## src/rtl/ps2_key_buffer.sv

```systemverilog
// PS/2 Set 2 keyboard receiver with make-code filter and key FIFO for the CPU key port.
// Optional build macro PS2_PARITY_CHECK_EN: discard frames that fail the odd-parity check.
module ps2_key_buffer #(
  parameter int unsigned FIFO_DEPTH     = 4,
  parameter int unsigned TIMEOUT_CYCLES = 25000
) (
  input  logic       CLK_CPU,
  input  logic       resetn,
  input  logic       ps2_clk,
  input  logic       ps2_data,
  input  logic       clean_key_buffer,
  output logic [7:0] pressed_key,
  output logic       key_valid,
  output logic       key_overflow
);

  localparam int unsigned PTR_W = (FIFO_DEPTH > 1) ? $clog2(FIFO_DEPTH) : 1;
  localparam int unsigned CNT_W = PTR_W + 1;
  localparam int unsigned TO_W  = $clog2(TIMEOUT_CYCLES + 1);

  typedef enum logic [1:0] {IDLE, DATA, PARITY, STOP} state_t;

  logic [1:0]       clk_sync;
  logic [1:0]       data_sync;
  logic             clk_prev;
  logic             fall;
  logic             bit_in;

  state_t           state;
  state_t           state_next;
  logic             cnt_clr;
  logic             shift_en;
  logic             frame_ok;
  logic             timed_out;
  logic             parity_good;
  logic [2:0]       bit_cnt;
  logic [7:0]       shift;
  logic [TO_W-1:0]  to_cnt;
  logic             frame_done;

  logic             brk;
  logic             brk_next;
  logic             push;

  logic [7:0]       mem [FIFO_DEPTH];
  logic [PTR_W-1:0] rd_ptr;
  logic [PTR_W-1:0] wr_ptr;
  logic [CNT_W-1:0] count;
  logic             clean_prev;
  logic             pop;
  logic             full;
  logic             wr;

  // Pin synchronisers; idle-high reset avoids a false edge after reset release
  always_ff @(posedge CLK_CPU or negedge resetn) begin
    if (!resetn) begin
      clk_sync  <= 2'b11;
      data_sync <= 2'b11;
      clk_prev  <= 1'b1;
    end else begin
      clk_sync  <= {clk_sync[0], ps2_clk};
      data_sync <= {data_sync[0], ps2_data};
      clk_prev  <= clk_sync[1];
    end
  end

  assign fall   = clk_prev & ~clk_sync[1];
  assign bit_in = data_sync[1];
  assign timed_out = (to_cnt == TO_W'(TIMEOUT_CYCLES));

`ifdef PS2_PARITY_CHECK_EN
  logic par_bit;

  always_ff @(posedge CLK_CPU or negedge resetn) begin
    if (!resetn) par_bit <= 1'b0;
    else if (state == PARITY && fall) par_bit <= bit_in;
  end

  assign parity_good = ^{shift, par_bit};
`else
  assign parity_good = 1'b1;
`endif

  always_ff @(posedge CLK_CPU or negedge resetn) begin
    if (!resetn) state <= IDLE;
    else         state <= state_next;
  end

  // Frame sequencing; a stalled partial frame falls back to IDLE on timeout
  always_comb begin
    state_next = state;
    cnt_clr    = 1'b0;
    shift_en   = 1'b0;
    frame_ok   = 1'b0;
    case (state)
      IDLE: begin
        if (fall && !bit_in) begin
          cnt_clr    = 1'b1;
          state_next = DATA;
        end
      end
      DATA: begin
        if (fall) begin
          shift_en = 1'b1;
          if (bit_cnt == 3'd7) state_next = PARITY;
        end
      end
      PARITY: begin
        if (fall) state_next = STOP;
      end
      STOP: begin
        if (fall) begin
          frame_ok   = bit_in & parity_good;
          state_next = IDLE;
        end
      end
      default: state_next = IDLE;
    endcase
    if (state != IDLE && !fall && timed_out) state_next = IDLE;
  end

  always_ff @(posedge CLK_CPU or negedge resetn) begin
    if (!resetn) begin
      bit_cnt    <= 3'd0;
      shift      <= 8'h00;
      to_cnt     <= '0;
      frame_done <= 1'b0;
    end else begin
      if (cnt_clr) bit_cnt <= 3'd0;
      if (shift_en) begin
        shift   <= {bit_in, shift[7:1]};
        bit_cnt <= bit_cnt + 3'd1;
      end
      if (state == IDLE || fall || timed_out) to_cnt <= '0;
      else                                    to_cnt <= to_cnt + TO_W'(1);
      frame_done <= frame_ok;
    end
  end

  // Make-code filter: drop prefixes, the byte after a break code, and 0x00
  always_comb begin
    brk_next = brk;
    push     = 1'b0;
    if (frame_done) begin
      if (shift == 8'hE0) begin
        brk_next = brk;
      end else if (shift == 8'hF0) begin
        brk_next = 1'b1;
      end else if (brk) begin
        brk_next = 1'b0;
      end else if (shift != 8'h00) begin
        push = 1'b1;
      end
    end
  end

  always_ff @(posedge CLK_CPU or negedge resetn) begin
    if (!resetn) brk <= 1'b0;
    else         brk <= brk_next;
  end

  assign full = (count == CNT_W'(FIFO_DEPTH));
  assign pop  = clean_key_buffer & ~clean_prev & (count != '0);
  assign wr   = push & (~full | pop);

  always_ff @(posedge CLK_CPU or negedge resetn) begin
    if (!resetn) begin
      rd_ptr       <= '0;
      wr_ptr       <= '0;
      count        <= '0;
      clean_prev   <= 1'b0;
      key_overflow <= 1'b0;
    end else begin
      clean_prev <= clean_key_buffer;
      if (pop) rd_ptr <= rd_ptr + PTR_W'(1);
      if (wr)  wr_ptr <= wr_ptr + PTR_W'(1);
      if (wr && !pop)      count <= count + CNT_W'(1);
      else if (!wr && pop) count <= count - CNT_W'(1);
      if (push && full && !pop) key_overflow <= 1'b1;
      else if (pop)             key_overflow <= 1'b0;
    end
  end

  always_ff @(posedge CLK_CPU) begin
    if (wr) mem[wr_ptr] <= shift;
  end

  assign key_valid   = (count != '0);
  assign pressed_key = key_valid ? mem[rd_ptr] : 8'h00;

endmodule

```

## config.mk

```make
export PLATFORM = sky130hd
export DESIGN_NAME = ps2_key_buffer
export DESIGN_NICKNAME = d
export VERILOG_FILES = /design/src/rtl/ps2_key_buffer.sv
export SDC_FILE = /design/constraint.sdc
export NUM_CORES = 1
export LEC_CHECK = 0
export ABC_CLOCK_PERIOD_IN_PS = 2600
export CORE_AREA = 8 8 95 97
export CTS_CLUSTER_SIZE = 8
export DETAILED_ROUTE_END_ITERATION = 8
export DIE_AREA = 0 0 103 105
export GPL_ROUTABILITY_DRIVEN = 0
export RECOVER_POWER = 50
export SLEW_MARGIN = 15
export SYNTH_ARGS = -nofsm -noshare
export SYNTH_HDL_FRONTEND = slang
export SYNTH_SLANG_ARGS = --single-unit
```

## constraint.sdc

```tcl
create_clock -name CLK_CPU -period 2.6 [get_ports CLK_CPU]
set_input_delay 0.52 -clock CLK_CPU [delete_from_list [all_inputs] [get_ports CLK_CPU]]
set_output_delay 0.52 -clock CLK_CPU [all_outputs]
set_load 0.03 [all_outputs]
```

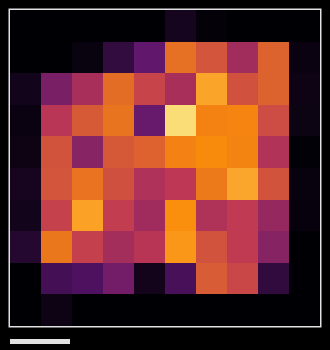
(run_1/density.png)
Scale bar: 20 µm. The die is cut into 10 by 10 equal tiles; black is low, pale yellow is high, 0 to 100% covered.
densest ninth of the die: centre
fullest tile: 93%
emptiest ninth of the die: north-west
mean over tiles: 34%

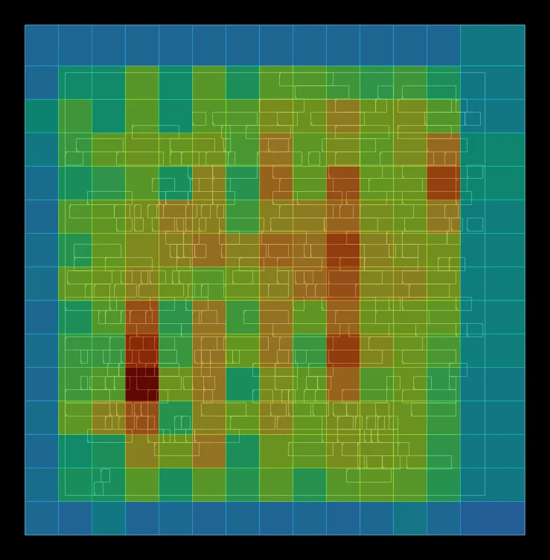
(run_1/final_congestion.png)
busiest grt layer: met2
met1 Use GR: 12.6%
met2 Use GR: 16.2%

==> impl_metrics.toml, run 1 <==
# physical design summary
[clock_network]
h-tree-depth = 3
clock-sinks = 76
root_buffer = "clkbuf_8"
clockBufferDepth = 2

[global_route]
grt_pass1_vias = 1817
grtUsageTotal_pct = 10.3

[die]
die-area_mm2 = 0.0108

[worst_hold_path]
hold_class = "reg2reg"
hold_end = "clk_sync[1]$_DFF_PN1_"

[detailed_routing]
dr_wl_met2_mm = 2.49
vias = 1828

[final_timing]
tns_ns = 0
rsz0062_at_grt = "no"
skew_ns = 0.00583
hold_viol = 0

[synth]
syn_area_per_cell_um2 = 14.0
postSynthSeqShare_pct = 63.0

[setup_path]
required_ns = 2.08
reg2reg_depth = 8
crit_path_end = "pressed_key[7]"
timing.rr.start = "shift[1]$_DFFE_PN0P_"
crit_path_start = "rd_ptr[0]$_DFFE_PN0N_"

[final_layout]
area_growth_pct = 14.1
layout-drive-gt1-share_pct = 19.4

[placement]
dp_cells = 354

[power_and_ir_drop]
net-switching-power_mw = 1.26
pg_comb_mw = 1.07
p_leak_nw = 1.52

[run_status]
status = "finished clean"
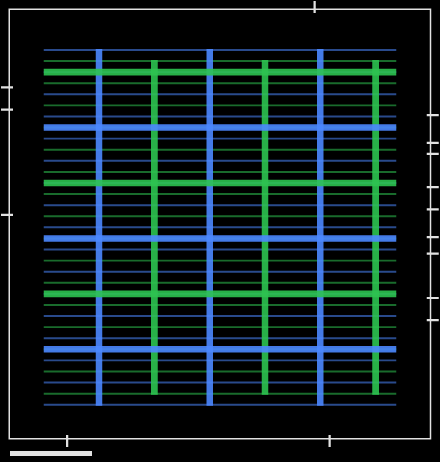
(run_1/pdn.png)
Scale bar: 20 µm. Pins as bars on the die edge.
| colour | net |
|---|---|
| blue | VSS |
| green | VDD |
rows: 32
met1 rails: 33
met4 straps: 6
met5 straps: 6
signal pins: 15
Die X: 103 µm
Die Ht: 105 µm
core area: 0.00753 mm²
Peak VDD IR: 0.390 mV

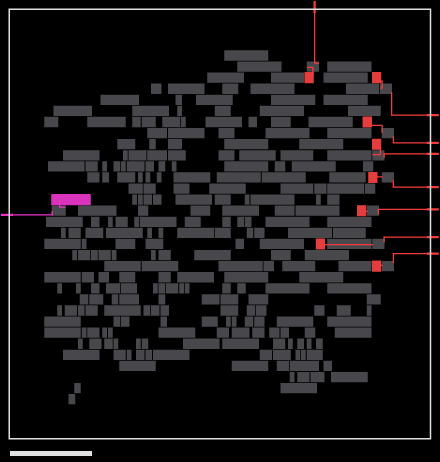
(run_1/port_nets.png)
Scale bar: 20 µm.
| colour | port | bits | direction | end cells | buffers | wire |
|---|---|---|---|---|---|---|
| red | `pressed_key` | 8 | output | 8 | 8 | 125 µm |
| magenta | `ps2_data` | 1 | input | 1 | 1 | 13.8 µm |

-- run 1: state kept, by name, summed over array words and instances, names as in the netlist, 3 cells and up --
name	flops
bit_cnt	3
count	3
mem	32
shift	8
to_cnt	15
-- run 1: metrics by stage --
step | instance area [µm²] | hold WS (ns) | total power, mW
floorplan | 3280 | 0.224 | 2.48
finish | 3750 | 0.358 | 3.59
global route | 3750 | 0.362 | 3.84
CTS | 3750 | 0.264 | 3.65
global placement | 3580 | 0.346 | 2.85
detailed placement | 3580 | 0.347 | 2.88
-- run 1: cells in the final DEF (no fill, tap or decap), types with 2 or more instances in the layout --
master           netlist  final
a21oi_1                5      5
a32o_1                 2      2
and2_1                 5      5
and3_1                 3      3
and3_2                 2      2
buf_4                  1      7
clkbuf_8               0      9
clkdlybuf4s50_1        0      2
clkinvlp_4             0      3
dfrtp_1               39     39
dfstp_2                5      5
dlygate4sd2_1          0      8
dlygate4sd3_1          0      3
edfxtp_1              32     32
ha_1                  13     13
inv_1                 10     10
inv_6                  0      2
mux2_2                10     10
mux4_2                 8      8
nand2_1               14     14
nand2b_1               2      2
nand3_1                5      5
nand4_1                3      3
nor2_1                19     19
nor2b_1               11     11
nor3_1                 2      2
nor4_1                 2      2
o21ai_0                7      7
o2bb2ai_1              3      3
or3_1                  3      3
or4b_1                 2      2
xnor2_1                6      6
xor2_1                10     10
-- run 1: final cells by class --
type | instances | area share (%)
sequential | 76 | 55.2
clock buffer | 9 | 3.30
clock inverter | 7 | 1.60
multi-input combinational | 144 | 30.6
tap | 102 | 3.40
inverter | 10 | 1.00
timing repair buffer | 22 | 4.87
-- run 1: cells by family (layout without fill, tap and decap cells) --
logic type / count (synthesis) / count (layout) / share of synthesized area [%]
compound gates: 18 / 18 / 3.39
mux: 18 / 18 / 8.91
buf+inv: 15 / 48 / 2.06
simple gates: 78 / 78 / 12.8
xor+xnor: 16 / 16 / 4.27
fa+ha+maj: 14 / 14 / 5.56
flops: 76 / 76 / 63.0
-- run 1: cell usage after synthesis (3+ instances only) --
cell | n | area [µm²]
o21ai_0 | 7 | 35.0
xnor2_1 | 6 | 52.6
mux4_2 | 8 | 180
a21oi_1 | 5 | 25.0
nand3_1 | 5 | 25.0
clkbuf_1 | 3 | 11.3
o2bb2ai_1 | 3 | 26.3
nor2_1 | 19 | 71.3
edfxtp_1 | 32 | 961
dfstp_2 | 5 | 131
mux2_2 | 10 | 113
dfrtp_1 | 39 | 976
and2_1 | 5 | 31.3
inv_1 | 10 | 37.5
nor2b_1 | 11 | 68.8
xor2_1 | 10 | 87.6
and3_1 | 3 | 18.8
ha_1 | 13 | 163
or3_1 | 3 | 18.8
nand4_1 | 3 | 18.8
nand2_1 | 14 | 52.6
-- run 1: timing repair --
| action | in CTS | in global routing |
|---|---|---|
| resized | 8 | 0 |
| endpoints found under the setup margin | 8 | 0 |
| hold endpoints to repair | 0 | 0 |
-- run 1: critical path, stage by stage, from the launching register on --
cell and delay (ns):
dfrtp_1 0.35, buf_4 0.17, mux4_2 0.51, nor2b_1 0.14, dlygate4sd2_1 0.35
==> run_1/cell_classes.png <==
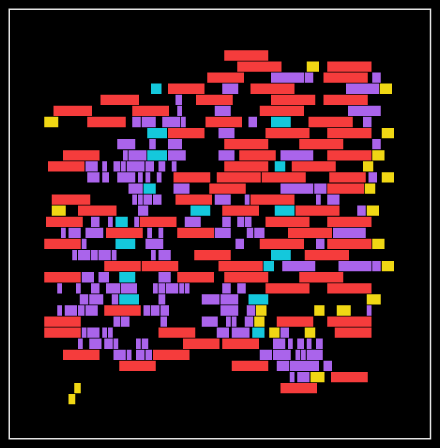

--- run 2 (diff from run 1) ---
--- a/config.mk
+++ b/config.mk
@@ -6,11 +6,13 @@
 export NUM_CORES = 1
 export LEC_CHECK = 0
 export ABC_CLOCK_PERIOD_IN_PS = 2600
+export CAP_MARGIN = 25
 export CORE_AREA = 8 8 95 97
 export CTS_CLUSTER_SIZE = 8
 export DETAILED_ROUTE_END_ITERATION = 8
 export DIE_AREA = 0 0 103 105
 export GPL_ROUTABILITY_DRIVEN = 0
+export GPL_TIMING_DRIVEN = 0
 export RECOVER_POWER = 50
 export SLEW_MARGIN = 15
 export SYNTH_ARGS = -nofsm -noshare
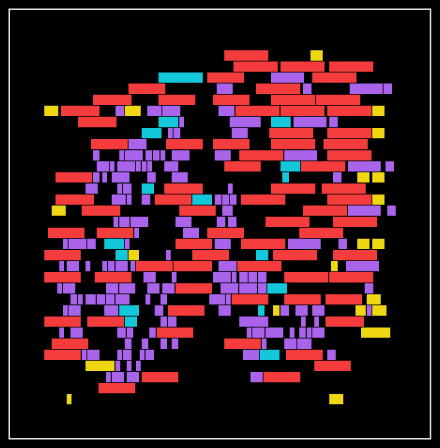
(run_2/cell_classes.png)
| colour | class | cells | share of their area |
|---|---|---|---|
| red | flip-flops | 76 | 56% |
| purple | all other logic | 154 | 33% |
| cyan | clock drivers and dummy loads | 16 | 5.4% |
| yellow | other buffers and delay cells | 21 | 5.4% |

==> run 2 against run 1 <==
Wire length about the same. Global-route usage is 0.56 points higher. Total power grew 3.8%. Largest power group unchanged. Cell count decreased by 0.27%.
==> impl_metrics.toml, run 2 <==
# physical design summary
[run_status]
status = "finished clean"

[final_timing]
worst_pin_slew_ns = 0.988
hold_viol = 0
setup_viol = 0
skew_ns = 0.0104
hold-worst-slack_ns = 0.303
rsz0062_at_grt = "no"

[setup_path]
timing.rr.start = "shift[6]$_DFFE_PN0P_"
reg2reg_depth = 11
required_ns = 2.08
max_stage_delay_ns = 0.49
crit_chain = "buf_12 > mux4_2 > nor2b_1 > dlygate4sd2_1"
crit_slowest_cell = "mux4_2"
cp.depth = 4

[synth]
postSynthSeqShare_pct = 63.0
top_area_cell = "dfrtp_1"
ys_async_sr_fraction_pct = 57.9
yosys-top-cells-count = "dfrtp_1 (39), edfxtp_1 (32), nor2_1 (19)"
ys_ff = 76
synth.area.top_cells = "dfrtp_1 (30%), edfxtp_1 (29%), mux4_2 (5.5%)"
syn_area_per_cell_um2 = 14.0
top_area_share_pct = 29.7

[power_and_ir_drop]
net-switching-power_mw = 1.26
p_leak_nw = 1.54

[final_layout]
top_regs = "mem: 32 flops, to_cnt: 15 flops, shift: 8 flops"
layout_top_cell = "dfrtp_1"
layout-drive-gt1-share_pct = 20.6
largest_register_ff_count = 32
largest_register = "mem"
area_growth_pct = 15.8

[global_route]
grt_util_met1_pct = 14.0
grtUsageTotal_pct = 10.9
busiest_layer = "met2"
grtUsageMet2_pct = 16.0
grt_pass1_vias = 1875

[die]
die_h_um = 105
die-area_mm2 = 0.0108
ios = 15
core_area_mm2 = 0.00753

[clock_network]
clockBufferDepth = 2
root_buffer = "clkbuf_8"
clock-sinks = 76
h-tree-depth = 3

[detailed_routing]
vias = 1814

[worst_hold_path]
hold_class = "in2async"
-- run 2: netlist changes by cell type in the layout (fill, tap and decap cells not counted), moves of 2 or more --
cell        change
dfrtp_2         +3
clkinv_4        +2
clkinvlp_4      -3
buf_12          +2
dfrtp_1         -3
buf_4           -5
-- run 2: kinds of logic after synthesis --
| logic type | after synthesis | share of synthesized area [%] |
|---|---|---|
| compound gates | 18 | 3.39 |
| xor+xnor | 16 | 4.27 |
| fa+ha+maj | 14 | 5.56 |
| buf+inv | 15 | 2.06 |
| flops | 76 | 63.0 |
| mux | 18 | 8.91 |
| simple gates | 78 | 12.8 |
-- run 2: power groups by stage --
stage               registers [mW]  clock network, mW  logic [mW]
global route                  1.75              0.969        1.27
finish                        1.71              0.899        1.12
detailed placement            1.69                  0        1.19
floorplan                     1.63                  0       0.845
global placement              1.68                  0        1.16
CTS                           1.70              0.922        1.14
-- run 2: per-layer routing --
metal  vias to the layer above  share of wire (%)  routed length, µm
met1                       878                 49               2520
met5                         -                  0                  0
li1                        898                  -                  -
met4                         0                2.5                129
met2                        25                 44               2280
met3                        13                4.2                216
-- run 2: stage by stage --
stage / util (%) / instance area (µm²) / power (mW) / std cells / setup TNS, ns
final: 50.5 / 3800 / 3.73 / 369 / 0
after global routing: 50.5 / 3800 / 3.98 / 369 / 0
after CTS: 50.3 / 3790 / 3.77 / 369 / 0
after detailed placement: 47.5 / 3570 / 2.88 / 353 / -1.82
after global placement: 47.2 / 3550 / 2.83 / 351 / -10.47
after floorplan: - / 3280 / 2.48 / 235 / 0
-- run 2: layout make-up --
| class | instances | area (µm²) | share of cell area, % |
|---|---|---|---|
| plain buffers | 3 | 23.8 | 0.625 |
| clock buffers | 9 | 124 | 3.26 |
| clock inverters | 7 | 75.1 | 1.97 |
| inverters | 10 | 37.5 | 0.987 |
| multi-input cells | 144 | 1170 | 30.7 |
| flip-flops and latches | 76 | 2070 | 54.5 |
| well taps | 102 | 128 | 3.35 |
| repair buffers | 18 | 176 | 4.64 |
-- run 2: worst register-to-register path, delay by kind of cell (launching register included) --
| family | cells | cell delay, ns |
|---|---|---|
| AND/OR/NAND/NOR | 4 | 0.61 |
| XOR/XNOR | 2 | 0.30 |
| adder cells (fa/ha/maj) | 2 | 0.57 |
| AND-OR/OR-AND | 1 | 0.15 |
| flip-flops | 1 | 0.45 |
| buffers and inverters | 2 | 0.24 |
-- run 2: what timing repair did --
item                                    in CTS  in global routing
setup buffers                                2                  0
resized                                     10                  5
endpoints found under the setup margin       8                  2
-- run 2: how the worst max path moves through the flow --
stage	startpoint	endpoint
CTS	shift[1]$_DFFE_PN0P_	count[1]$_DFFE_PN0P_
global route	shift[5]$_DFFE_PN0P_	count[2]$_DFFE_PN0P_
global placement	rd_ptr[0]$_DFFE_PN0N_	pressed_key[7]
finish	rd_ptr[0]$_DFFE_PN0N_	pressed_key[5]
floorplan	count[1]$_DFFE_PN0P_	count[2]$_DFFE_PN0P_
detailed placement	rd_ptr[0]$_DFFE_PN0N_	pressed_key[5]
==> run_2/port_nets.png <==
Scale bar: 20 µm.
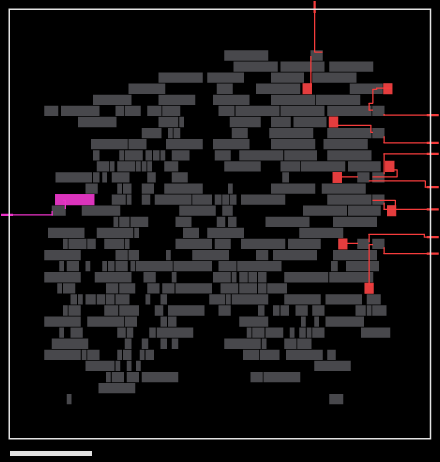

--- run 3 (diff from run 2) ---
--- a/config.mk
+++ b/config.mk
@@ -13,6 +13,7 @@
 export DIE_AREA = 0 0 103 105
 export GPL_ROUTABILITY_DRIVEN = 0
 export GPL_TIMING_DRIVEN = 0
+export PLACE_DENSITY = 0.64
 export RECOVER_POWER = 50
 export SLEW_MARGIN = 15
 export SYNTH_ARGS = -nofsm -noshare
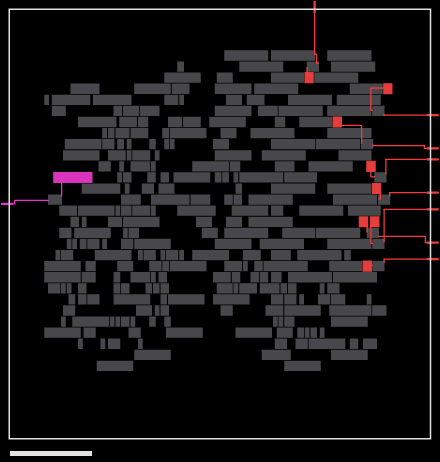
(run_3/port_nets.png)
Scale bar: 20 µm.
| colour | port | bits | direction | end cells | buffers | wire |
|---|---|---|---|---|---|---|
| red | `pressed_key` | 8 | output | 8 | 8 | 147 µm |
| magenta | `ps2_data` | 1 | input | 1 | 1 | 14.2 µm |

==> run 3 against run 2 <==
Combinational power down 8%. Die area unchanged. Sequential share of layout area up 0.74 points. Core utilization down 0.61 points. Worst hold slack worse by 0.11 ns. Clock skew about the same. Cell area down 1.2%. Count of clock-buffer cells in the layout unchanged. Sequential cell count unchanged. Critical path type is now reg2reg.
==> impl_metrics.toml, run 3 <==
# physical design summary
[run_status]
status = "finished clean"

[synth]
top_area_share_pct = 29.7
ys_async_sr_fraction_pct = 57.9
ys_ff = 76

[final_timing]
tns_ns = 0
skew_ns = 0.0104
worst_pin_slew_ns = 0.731
setup_viol = 0

[clock_network]
root_buffer = "clkbuf_8"

[power_and_ir_drop]
net-switching-power_mw = 1.27
p_total_mw = 3.60
p_leak_nw = 1.51

[final_layout]
layout_top_cell = "dfrtp_1"
area_growth_pct = 14.4
instances_no_fill = 368

[die]
core_area_mm2 = 0.00753
die-area_mm2 = 0.0108

[setup_path]
timing.rr.start = "shift[1]$_DFFE_PN0P_"
crit_path_end = "count[1]$_DFFE_PN0P_"

[detailed_routing]
vias = 1831

[worst_hold_path]
hold_class = "in2async"

[global_route]
grt_pass1_vias = 1841
-- run 3: cell counts after synthesis --
Identical to the previous run, type by type.
-- run 3: logic make-up after synthesis --
family | count (synthesis) | synth area share, %
muxes | 18 | 8.91
adders and majority gates | 14 | 5.56
and+or+nand+nor | 78 | 12.8
xor gates and xnor gates | 16 | 4.27
buffers and inverters | 15 | 2.06
AOI/OAI and AO/OA | 18 | 3.39
DFF | 76 | 63.0
-- run 3: worst max-delay path, cell delays in order, from the launching register on --
cell and delay, ns:
dfrtp_1 0.47, nor4_2 0.37, o21ai_0 0.15, nand3b_1 0.17, nor2b_1 0.06, buf_2 0.16
ha_1 0.23, inv_1 0.07, fa_1 0.40, mux2_2 0.27
-- run 3: worst min-delay path by stage --
stage,start,to,slack (ns),cells after the start
6_report,resetn,shift[2]$_DFFE_PN0P_,0.20,1
3_5_place_dp,data_sync[0]$_DFF_PN1_,data_sync[1]$_DFF_PN1_,0.35,0
5_1_grt,resetn,shift[1]$_DFFE_PN0P_,0.24,1
4_1_cts,resetn,shift[1]$_DFFE_PN0P_,0.05,1
2_1_floorplan,resetn,bit_cnt[0]$_DFFE_PN0P_,0.22,0
3_3_place_gp,data_sync[0]$_DFF_PN1_,data_sync[1]$_DFF_PN1_,0.35,0
-- run 3: metal layers --
layer / track usage (%) / share of wire (%)
met1: 13.2 / 46
met2: 16.2 / 48
met3: 3.58 / 4.4
met4: 4.34 / 1.7
met5: 0 / 0
-- run 3: power by group through the flow --
stage	logic, mW	clock network [mW]	registers [mW]
2_1_floorplan	0.845	0	1.63
3_3_place_gp	1.15	0	1.67
3_5_place_dp	1.19	0	1.68
4_1_cts	1.05	0.859	1.74
5_1_grt	1.16	0.911	1.78
6_report	1.03	0.842	1.74
-- run 3: final cells by class --
class	count	area, µm²
clock inverter	7	60.1
multi-input combinational	144	1150
timing repair buffer	17	156
inverter	10	37.5
tap	102	128
clock buffer	9	124
fill	690	3770
sequential	76	2070
buffer	3	23.8
-- run 3: timing repair --
action	in CTS	in global routing
setup endpoints to repair	8	2
hold endpoints to repair	0	0
pin swaps	0	1
buffers inserted	0	1
resized	10	5
-- run 3: metrics by stage --
stage                     area (µm²)  hold WS [ns]  util [%]
after global placement          3550         0.345      47.2
after CTS                       3740        0.0499      49.7
after detailed placement        3570         0.347      47.5
final                           3760         0.196      49.9
after floorplan                 3280         0.224         -
after global routing            3760         0.241      49.9
No activity file was given, so power comes from the tool's default toggle rates.
